Design id_ex_stage_reg, sky130hd; sources not shown.
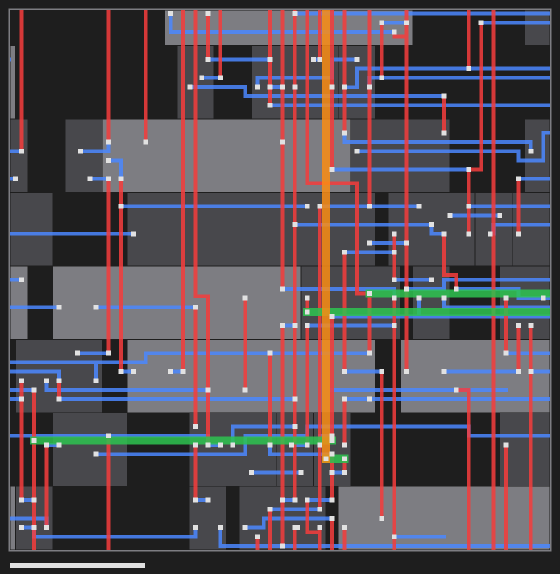
**Above:** run 1 (close-up of the layout).
Bar = 5 um. Region (101, 101) to (121, 121) um. Cells in gray, sequential cells in the stronger gray; small squares are vias.
Key: met4 = orange; met1 = blue; met3 = green; met2 = red
Most frequent: o41ai_1 (6), nand2_1 (5), dfrtp_1 (5). 24 logic cells have their middle in the window. Sequential cells in the window: 5.

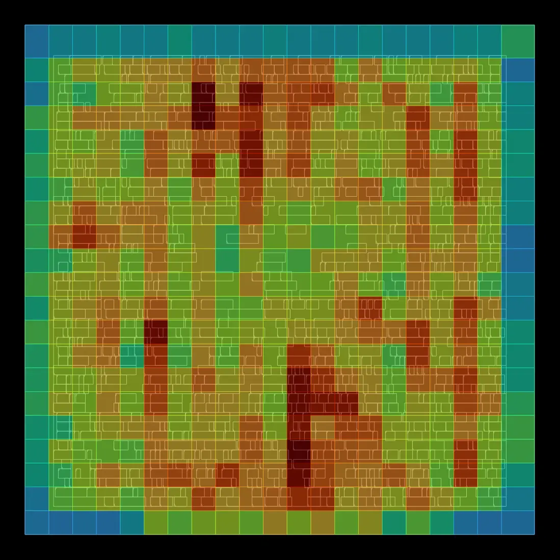
**Above:** run 1 (congestion heat map).
GR Layer Usage met1: 27.1%
M2 GR Usage: 35.4%
layer with the highest usage: met2
gr usage total: 22.3%

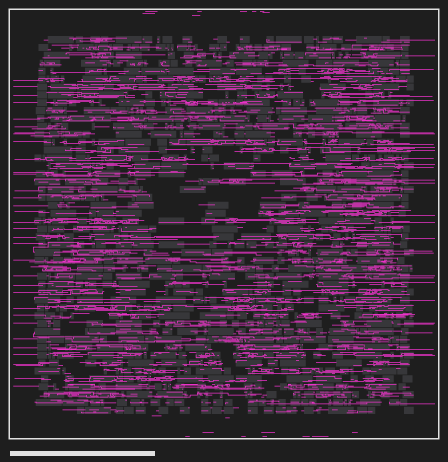
**Above:** run 1 (met1 routing).
Bar = 50 um. Cells faint in the background.
The longest straight run is 34.5 um. The wires run mostly horizontal. The layer carries 10600 um of wire.
Total Wirelength: 25900 um
via count: 6743

==> impl_metrics.ini, run 1 <==
; synthesis and place-and-route metrics
[floorplanning]
die_y_um = 148

[final_timing]
setup_slack_ns = -0.256
setup_violations = 153
drv_slew = 0

[logic_synthesis]
adder_share_pct = 0
ys_top_logic_family = AND-OR/OR-AND gates
ys_area_um2 = 7440
syn_avg_cell_area_um2 = 10.3
synth_top_flop_cell = dfrtp_1
synth.largest_area_cell = dfrtp_1
xor_area_share_pct = 1.88
ys_seq_share_pct = 52.4
top_area_share_pct = 52.4

[status]
failed_checks = setup timing
outcome = complete, but fails checks

[place]
gp_congestion = 0.797
dp_hpwl_um = 17300
dp.cells = 1236
io_buffers = 321

[job]
warnings = 29

[clock_network]
cts_max_level = 4

[critical_path]
crit_arrival_ns = 1.87

[grt]
grt_max_degree = 80

[route]
post-route-drc-count = 0

[worst_hold_path]
hold_depth = 3

[power]
p_leak_nw = 6.01
run 1: metal layers:
layer / GRT usage [%] / up-vias / wire, um
li1: - / 3144 / -
met1: 27.1 / 3305 / 10600
met2: 35.4 / 261 / 12600
met3: 7.70 / 33 / 2130
met4: 9.64 / 0 / 646
met5: 0 / - / 0
run 1: final cells by class:
type / count / area [um^2]
antenna: 3 / 7.51
clock buffer: 20 / 457
clock inverter: 11 / 144
fill: 1361 / 5230
inverter: 154 / 578
multi-input combinational: 341 / 2690
sequential: 156 / 3920
tap: 225 / 282
timing repair buffer: 385 / 3810
run 1: critical path, stage by stage (launching register included):
cell and delay (ns):
dfrtp_4 0.50, xor2_1 0.15, nor3_1 0.15, nand4_1 0.15, and4_4 0.21, nor2_4 0.10
buf_12 0.18
--- run 2 (diff from run 1) ---
Settings changed: SLEW_MARGIN 15 to unset.
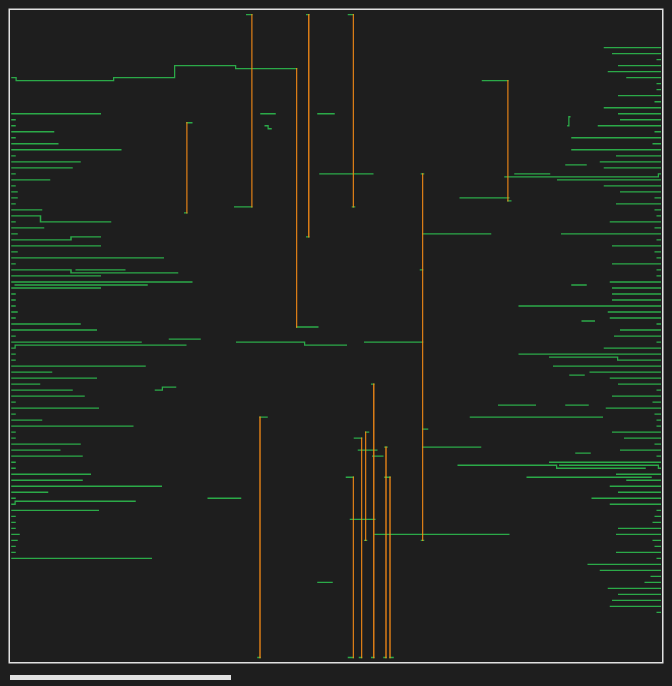
**Above:** run 2 (routed metal, one color a layer).
Bar = 50 um. Only two layers are drawn.
Key: met3 = green [wire length 2130 um]; met4 = orange [wire length 646 um]
drt wl/cell: 20.0 um

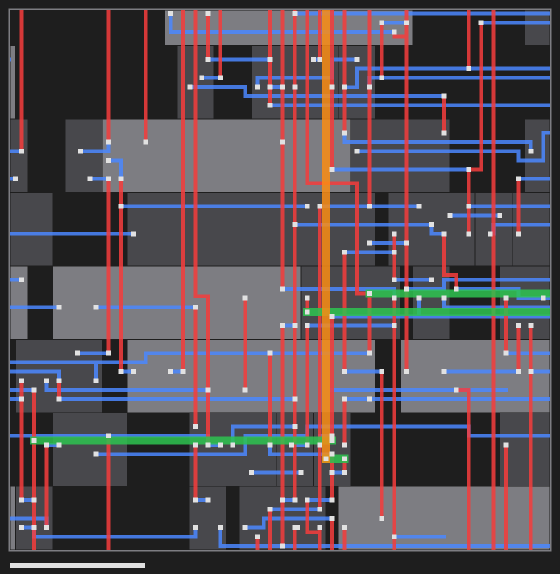
**Above:** run 2 (close-up of the layout).
Bar = 5 um. Region (101, 101) to (121, 121) um. Cells in gray, sequential cells in the stronger gray; small squares are vias.

==> impl_metrics.ini, run 2 <==
; synthesis and place-and-route metrics
[place]
pre_cts_slack_ns = -0.330
gp_congestion = 0.797
io_buffers = 321

[route]
m1WireLength_um = 10600
met2_length_um = 12600
met3WireLength_um = 2130
post-route-drc-count = 0
finalWirelength_um = 25900

[grt]
grt_use_met1_pct = 27.1
grt_max_degree = 80
use_met2_pct = 35.4
grt-busiest-layer = met2
grt_use_total_pct = 22.3

[critical_path]
cp_num_buf_inv = 1
crit_arrival_ns = 1.87
crit_slowest_cell = dfrtp_4
critPathMaxStageDelay_ns = 0.50
r2r_slack_ns = -0.15
path_depth = 6
critical-path-top-delay-family = simple AND/OR/NAND/NOR gates
path_cells = xor2_1 > nor3_1 > nand4_1 > and4_4 > nor2_4 > buf_12

[logic_synthesis]
ys_area_um2 = 7440
synth.largest_area_cell = dfrtp_1
top_area_share_pct = 52.4
syn_avg_cell_area_um2 = 10.3
synth_top_flop_cell = dfrtp_1
adder_share_pct = 0
ys_top_logic_family = AND-OR/OR-AND gates
ys_seq_share_pct = 52.4
xor_area_share_pct = 1.88

[cells_and_area]
comb_area_um2 = 2690
ff_latch_area_um2 = 3920
nFillCells = 1361

[floorplanning]
die_y_um = 148

[job]
warnings = 29

[clock_network]
cts_max_level = 4

[final_timing]
setup_slack_ns = -0.256
setup_violations = 153

[status]
failed_checks = setup timing
outcome = complete, but fails checks

[power]
p_leak_nw = 6.01

[worst_hold_path]
hold_depth = 3
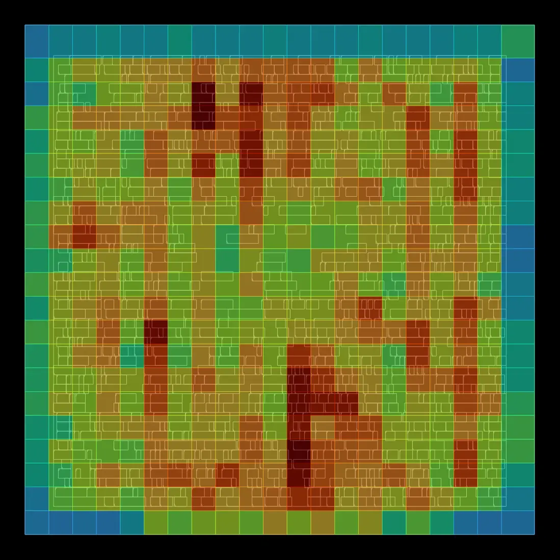
**Above:** run 2 (congestion heat map).
met3 usage: 7.70%
Util after Layout: 69.5%

-- run 2: cell counts after synthesis --
No cell type changed its count.
-- run 2: layout make-up --
| cell class | instances | area share, % |
|---|---|---|
| Timing Repair Buffer | 385 | 32.0 |
| Inverter | 154 | 4.86 |
| Sequential cell | 156 | 33.0 |
| Clock buffer | 20 | 3.84 |
| Multi-Input combinational cell | 341 | 22.6 |
| Clock inverter | 11 | 1.21 |
| Antenna cell | 3 | 0.0632 |
| Tap cell | 225 | 2.37 |
-- run 2: per-stage QoR --
stage	hold slack [ns]	instances
final	0.266	1295
after global routing	0.254	1295
after CTS	0.248	1273
after detailed placement	0.158	1236
after global placement	0.158	1236
after floorplan	-0.0106	721
